<file path="src/rtl/instr_fetch_pkg.sv">
// Shared fetch-stage definitions: FSM encodings, widths, queue entry layout.
// Latency: n/a (types and constants only).
// Backpressure: n/a.
package instr_fetch_pkg;

  localparam int unsigned XLEN   = 32;
  localparam logic [31:0] PC_INC = 32'd4;

  // Fetch FSM: at most one read outstanding; DROP retires a read whose
  // data is no longer wanted after a redirect.
  typedef enum logic [1:0] {
    FS_IDLE = 2'd0,
    FS_WAIT = 2'd1,
    FS_DROP = 2'd2
  } fetch_state_e;

  // One instruction-queue entry, 64 bits: fetch PC and returned word.
  typedef struct packed {
    logic [XLEN-1:0] pc;
    logic [XLEN-1:0] instr;
  } iq_entry_t;

endpackage

</file>
<file path="src/rtl/instr_fetch_if.sv">
// Fetch-stage bus bundle: memory read port, decoder issue port, redirect, run enable.
// Latency: n/a (wires only).
// Backpressure: issue_stall from decoder; rdy freezes the fetch stage.
// master = fetch stage, slave = its environment (memory, decoder, commit logic).
interface instr_fetch_if;
  import instr_fetch_pkg::*;

  logic            rdy;
  logic            mem_req_valid;
  logic [XLEN-1:0] mem_req_addr;
  logic            mem_resp_valid;
  logic [XLEN-1:0] mem_resp_data;
  logic            issue_stall;
  logic            instr_valid;
  logic [XLEN-1:0] instr;
  logic [XLEN-1:0] instr_pc;
  logic            redirect_valid;
  logic [XLEN-1:0] redirect_pc;

  modport master (
    input  rdy, mem_resp_valid, mem_resp_data, issue_stall, redirect_valid, redirect_pc,
    output mem_req_valid, mem_req_addr, instr_valid, instr, instr_pc
  );

  modport slave (
    output rdy, mem_resp_valid, mem_resp_data, issue_stall, redirect_valid, redirect_pc,
    input  mem_req_valid, mem_req_addr, instr_valid, instr, instr_pc
  );

endinterface

</file>
<file path="src/rtl/instr_fetch_fetch_queue.sv">
// Circular FIFO of {pc, instr} entries feeding the decoder.
// Latency: a pushed entry is visible at head the cycle after the push edge.
// Backpressure: full/count exported; caller never pushes when full nor pops when empty.
// Ports: push/push_data write tail, pop advances head, flush empties (wins over
// push/pop), head is the combinational head entry (stale when empty).
module fetch_queue
  import instr_fetch_pkg::*;
#(
  parameter  int unsigned DEPTH = 4,
  localparam int unsigned PW    = $clog2(DEPTH),
  localparam int unsigned CW    = PW + 1
) (
  input  logic          clk,
  input  logic          rst,
  input  logic          push,
  input  iq_entry_t     push_data,
  input  logic          pop,
  input  logic          flush,
  output logic          full,
  output logic          empty,
  output logic [CW-1:0] count,
  output iq_entry_t     head
);

  iq_entry_t     mem_q [DEPTH];
  logic [PW-1:0] head_q;
  logic [PW-1:0] tail_q;
  logic [CW-1:0] count_q;

  always_ff @(posedge clk) begin
    if (rst) begin
      head_q  <= '0;
      tail_q  <= '0;
      count_q <= '0;
      // Storage is cleared so the head reads as zero straight out of reset.
      for (int i = 0; i < int'(DEPTH); i++) mem_q[i] <= '0;
    end else if (flush) begin
      head_q  <= '0;
      tail_q  <= '0;
      count_q <= '0;
    end else begin
      if (push) begin
        mem_q[tail_q] <= push_data;
        tail_q        <= tail_q + 1'b1;
      end
      if (pop) head_q <= head_q + 1'b1;
      case ({push, pop})
        2'b10:   count_q <= count_q + 1'b1;
        2'b01:   count_q <= count_q - 1'b1;
        default: count_q <= count_q;
      endcase
    end
  end

  assign full  = (count_q == CW'(DEPTH));
  assign empty = (count_q == '0);
  assign count = count_q;
  assign head  = mem_q[head_q];

endmodule

</file>
<file path="src/rtl/instr_fetch.sv">
// Fetch stage: owns the PC, issues one read at a time, queues words, issues to decoder.
// Latency: request leaves the cycle IDLE is entered; a returned word reaches the decoder one cycle after its response.
// Backpressure: issue_stall holds the queue head; no request while the queue is full; rdy low freezes all state.
// Ports: clk, rst (sync, active-high), bus (master side of instr_fetch_if).
module instr_fetch
  import instr_fetch_pkg::*;
#(
  parameter int unsigned IQ_DEPTH = 4,
  parameter logic [31:0] RESET_PC = 32'h0
) (
  input  logic          clk,
  input  logic          rst,
  instr_fetch_if.master bus
);

  localparam int unsigned CW = $clog2(IQ_DEPTH) + 1;

  fetch_state_e    state_q, state_d;
  logic [XLEN-1:0] pc_q, pc_d;
  logic            req;
  logic            issue;
  logic            q_push, q_pop, q_flush;
  logic            q_full, q_empty;
  logic [CW-1:0]   q_count;
  iq_entry_t       q_head;
  iq_entry_t       q_wdata;

  assign q_wdata.pc    = pc_q;
  assign q_wdata.instr = bus.mem_resp_data;

  fetch_queue #(.DEPTH(IQ_DEPTH)) u_queue (
    .clk       (clk),
    .rst       (rst),
    .push      (q_push),
    .push_data (q_wdata),
    .pop       (q_pop),
    .flush     (q_flush),
    .full      (q_full),
    .empty     (q_empty),
    .count     (q_count),
    .head      (q_head)
  );

  always_ff @(posedge clk) begin
    if (rst) begin
      state_q <= FS_IDLE;
      pc_q    <= RESET_PC;
    end else begin
      state_q <= state_d;
      pc_q    <= pc_d;
    end
  end

  always_comb begin
    state_d = state_q;
    pc_d    = pc_q;
    req     = 1'b0;
    issue   = 1'b0;
    q_push  = 1'b0;
    q_pop   = 1'b0;
    q_flush = 1'b0;
    if (!rst && bus.rdy) begin
      issue = !q_empty && !bus.issue_stall && !bus.redirect_valid;
      q_pop = issue;
      if (bus.redirect_valid) begin
        // Redirect beats push/pop; an outstanding read must still be retired
        // before a new one may go out, hence DROP unless it returns right now.
        pc_d    = bus.redirect_pc;
        q_flush = 1'b1;
        case (state_q)
          FS_WAIT, FS_DROP: state_d = bus.mem_resp_valid ? FS_IDLE : FS_DROP;
          default:          state_d = FS_IDLE;
        endcase
      end else begin
        case (state_q)
          FS_IDLE: begin
            if (q_count < CW'(IQ_DEPTH)) begin
              req     = 1'b1;
              state_d = FS_WAIT;
            end
          end
          FS_WAIT: begin
            if (bus.mem_resp_valid) begin
              q_push  = 1'b1;
              pc_d    = pc_q + PC_INC;
              state_d = FS_IDLE;
            end
          end
          FS_DROP: begin
            if (bus.mem_resp_valid) state_d = FS_IDLE;
          end
          default: state_d = FS_IDLE;
        endcase
      end
    end
  end

  assign bus.mem_req_valid = req;
  assign bus.mem_req_addr  = pc_q;
  assign bus.instr_valid   = issue;
  assign bus.instr         = q_head.instr;
  assign bus.instr_pc      = q_head.pc;

  // Single outstanding read plus the count gate means a push never lands on a full queue.
  a_no_overflow: assert property (@(posedge clk) disable iff (rst) (q_push && !q_pop) |-> !q_full);

endmodule
</file>
<file path="src/flat_wrapper.sv">
// flat-port wrapper written by rule: the top's interface ports become plain ports
module instr_fetch_flat import instr_fetch_pkg::*;
#(
  parameter int unsigned IQ_DEPTH = 4,
  parameter logic [31:0] RESET_PC = 32'h0
)
  (clk, rst, bus_rdy, bus_mem_resp_valid, bus_mem_resp_data, bus_issue_stall, bus_redirect_valid, bus_redirect_pc, bus_mem_req_valid, bus_mem_req_addr, bus_instr_valid, bus_instr, bus_instr_pc);
  instr_fetch_if bus_i ();
  input  logic clk;
  input  logic rst;
  input wire logic [$bits(bus_i.rdy)-1:0] bus_rdy;
  input wire logic [$bits(bus_i.mem_resp_valid)-1:0] bus_mem_resp_valid;
  input wire logic [$bits(bus_i.mem_resp_data)-1:0] bus_mem_resp_data;
  input wire logic [$bits(bus_i.issue_stall)-1:0] bus_issue_stall;
  input wire logic [$bits(bus_i.redirect_valid)-1:0] bus_redirect_valid;
  input wire logic [$bits(bus_i.redirect_pc)-1:0] bus_redirect_pc;
  output wire logic [$bits(bus_i.mem_req_valid)-1:0] bus_mem_req_valid;
  output wire logic [$bits(bus_i.mem_req_addr)-1:0] bus_mem_req_addr;
  output wire logic [$bits(bus_i.instr_valid)-1:0] bus_instr_valid;
  output wire logic [$bits(bus_i.instr)-1:0] bus_instr;
  output wire logic [$bits(bus_i.instr_pc)-1:0] bus_instr_pc;
  assign bus_i.rdy = bus_rdy;
  assign bus_i.mem_resp_valid = bus_mem_resp_valid;
  assign bus_i.mem_resp_data = bus_mem_resp_data;
  assign bus_i.issue_stall = bus_issue_stall;
  assign bus_i.redirect_valid = bus_redirect_valid;
  assign bus_i.redirect_pc = bus_redirect_pc;
  assign bus_mem_req_valid = bus_i.mem_req_valid;
  assign bus_mem_req_addr = bus_i.mem_req_addr;
  assign bus_instr_valid = bus_i.instr_valid;
  assign bus_instr = bus_i.instr;
  assign bus_instr_pc = bus_i.instr_pc;
  instr_fetch #(.IQ_DEPTH(IQ_DEPTH), .RESET_PC(RESET_PC)) u_core (.clk(clk), .rst(rst), .bus(bus_i));
endmodule
</file>
<file path="config.mk">
export PLATFORM = sky130hd
export DESIGN_NAME = instr_fetch_flat
export DESIGN_NICKNAME = d
export VERILOG_FILES = /design/src/rtl/instr_fetch_pkg.sv /design/src/rtl/instr_fetch_if.sv /design/src/rtl/instr_fetch_fetch_queue.sv /design/src/rtl/instr_fetch.sv /design/src/flat_wrapper.sv
export SDC_FILE = /design/constraint.sdc
export NUM_CORES = 1
export LEC_CHECK = 0
export CAP_MARGIN = 25
export CORE_MARGIN = 2
export CORE_UTILIZATION = 51
export DETAILED_ROUTE_END_ITERATION = 10
export PLACE_DENSITY = 0.79
export SLEW_MARGIN = 40
export SYNTH_ARGS = -nofsm -noshare
export SYNTH_HDL_FRONTEND = slang
export SYNTH_SLANG_ARGS = --single-unit
</file>
<file path="constraint.sdc">
create_clock -name clk -period 3.2 [get_ports clk]
set_input_delay 0.32 -clock clk [delete_from_list [all_inputs] [get_ports clk]]
set_output_delay 0.32 -clock clk [all_outputs]
set_load 0.01 [all_outputs]
</file>
==> CHANGELOG.md <==
### Implementation results

- Crit path to: bus_instr_pc[9]
- Hold worst-path end: u_core.bus.mem_req_addr[2]
- Critical path buffers and inverters: 2
- Worst path max stage delay: 0.60 ns
- Vias per inst: 5.96
- FF-to-FF End: u_core.bus.mem_req_addr[24]
- Fraction of layout cells with a size suffix above 1: 0.138
- FF+latch count, synth: 299
- Required @ worst endpoint: 2.88 ns
- Detailed Route Iter0 Violations: 955
- Final WL: 33.7 mm
- Crit Reg-Reg Startpoint: u_core.bus.mem_req_addr[2]
- Total Routing Usage GR: 0.240
- FF-to-FF setup slack: 0.79 ns
- Worst clock skew: 0.0109 ns
- Worst Tran Pin Value: 0.705 ns
- Synth unique cells: 64
- # IOs: 168
- Total global routing overflow: 0
- Post-layout util: 0.638
- Initial antenna violation count: 2
- Largest register FFs: 256
- Top cells excl fill/tap: 256 x edfxtp_1, 246 x and2_1, 166 x clkdlybuf4s50_1
- Commonest Layout Cell: edfxtp_1
- Worst slack at placement: 0.428 ns
- MaxCap Viol Count: 0
- EDFF count, synth: 256
- Chip area line of the yosys report: 13700 sq um
- Log Warnings: 27
- Synthesis-to-finish area growth: 22.4%
- Clk sinks: 299
- Main flop type: edfxtp_1
- Post-CTS sizing: 0
- Final WS setup: 0.313 ns
- Post-CTS Setup Inserts: 0
- Port buffer count: 167
- Core box area: 26200 sq um
- Status: finished clean
- Post-route insts no fill: 1498
- CP max-delay cell: mux4_2
- Post-DP HPWL: 21.2 mm
- Final net count: 1215
- Remaining antenna violation count: 0
- Min-delay src: bus_redirect_pc[2]
- CTS max path bufs: 3
- Final Hold Slack: 0.341 ns
- Clk slew on worst S/H paths: 0.07 ns
- Cell area after synthesis: 13700 sq um
- Global-route wire length before repair: 51.7 mm
- Final period utilization: 0.902
- RSZ-0062 raised after global routing: false
- Pwr/cell area: 495 nW/um^2
- Leak Pwr: 5.83 nW
- Total CTS buffers: 30
- Fmax: 346 MHz
- Critical path depth: 3
- Dpl cells: 1443
- Placed standard-cell area: 15800 sq um
- WHS Path Cells: 3
- Number of global-route vias before repair: 9124
- Cell Chain, Critical Path: buf_4 > mux4_2 > clkdlybuf4s50_1
- # H-tree levels: 1
- Mapped Nets: 1061
- Worst rel slew slack: 0.530
- CP delay by family, top: buffers and inverters
- Setup TNS: 0 ns
- Clk latency late pin: 0.55 ns
- Final setup viols: 0
- Design Power: 8.29 mW
- Yosys cell count: 986
- Post-CTS Hold Buffers: 0
- CP max FO: 16
- Via count: 8921
- Async SR Flop Fraction: 0
- Root Buffer: clkbuf_16
- Die height: 168 um
- Largest register by flop count: u_core.u_queue.mem_q
- Largest net degree at the start of global routing: 66
- Cells after Synth: 986
- Final hold violation count: 0
- CP Launch Type: register
- Final-report max-slew violation count: 0
- Crit path capture type: output port
- Avg Inst Size Synth: 13.9 sq um
[worst min-delay path, stage by stage]
cell and delay (ns):
clkdlybuf4s50_1 0.39, nand3_1 0.08, a21oi_1 0.06
[cells in the mapped netlist, drive strengths merged, types with 3 or more instances]
master	n	area, sq um
nor4	21	131
a211o	4	35.0
and3	9	56.3
o31ai	5	37.5
and2	248	1550
nor3	15	75.1
o21ai	13	65.1
a22oi	6	45.0
xnor2	3	26.3
or3	7	43.8
a31oi	7	43.8
edfxtp	256	7690
inv	15	56.3
nand2	35	131
nor2	29	116
buf	19	91.3
mux4	64	1440
or2	3	18.8
and4	3	26.3
clkbuf	58	221
nand2b	6	37.5
a32o	3	30.0
a21oi	23	115
o211ai	7	52.6
nand4	11	83.8
nand3	21	110
ha	4	50.1
o311ai	6	52.6
or4	7	56.3
dfxtp	43	861
[final cells by class]
class | count | area (sq um)
clock inverter | 18 | 121
fill | 1881 | 9480
tap | 335 | 419
inverter | 16 | 60.1
sequential | 299 | 8560
antenna | 2 | 5.00
clock buffer | 35 | 791
multi-input combinational | 594 | 4770
timing repair buffer | 199 | 2010
[report_power, final]
part	internal (mW)	switching [mW]	total [mW]
clock network	1.84	1.43	3.27
registers	4.36	0.104	4.46
logic	0.280	0.284	0.563
[kinds of logic (layout without fill, tap and decap cells)]
family / Yosys count / after routing / synth area share
simple gates: 424 / 424 / 0.185
flops: 299 / 299 / 0.625
compound gates: 93 / 93 / 0.0465
buf+inv: 93 / 268 / 0.0273
mux: 67 / 67 / 0.108
fa+ha+maj: 5 / 5 / 0.00513
xor+xnor: 5 / 5 / 0.00320
other cells: 0 / 2 / 0
[layer usage]
metal  global-route usage  part of all wire
met5                    0                 0
met4               0.0767             0.027
met3               0.0414             0.074
met2                0.393              0.49
met1                0.330              0.41
### Clock distribution

Scale: 2 px per um.
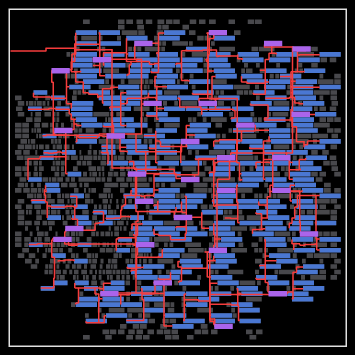
[flip-flops] blue | count: 299
[clock wires] red | length: 3230 um
[clock drivers] purple | count: 30
flops lie	widely spread

### Local utilization

Scale: 2 px per um. The die is cut into 17 by 17 equal tiles; dark blue is low, red is high, 0 to 100% covered.
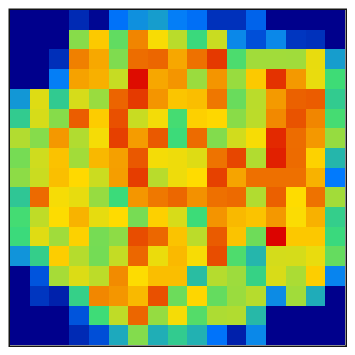
mean over tiles	58%
nearly empty tiles	11%
fullest tile	100%
tiles over 75% full	35%

### I/O nets highlighted

Scale: 1.5 px per um.
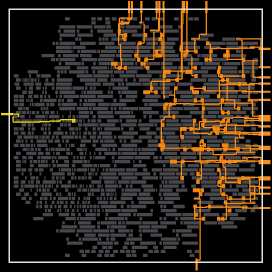
port	colour	direction	edge	end cells	buffers	wire
bus_mem_resp_data	orange	input	21 east, 10 north, 1 south	128	32	2020 um
bus_mem_req_valid	yellow	output	west	1	1	54.1 um

Power and IR drop assume default switching activity.
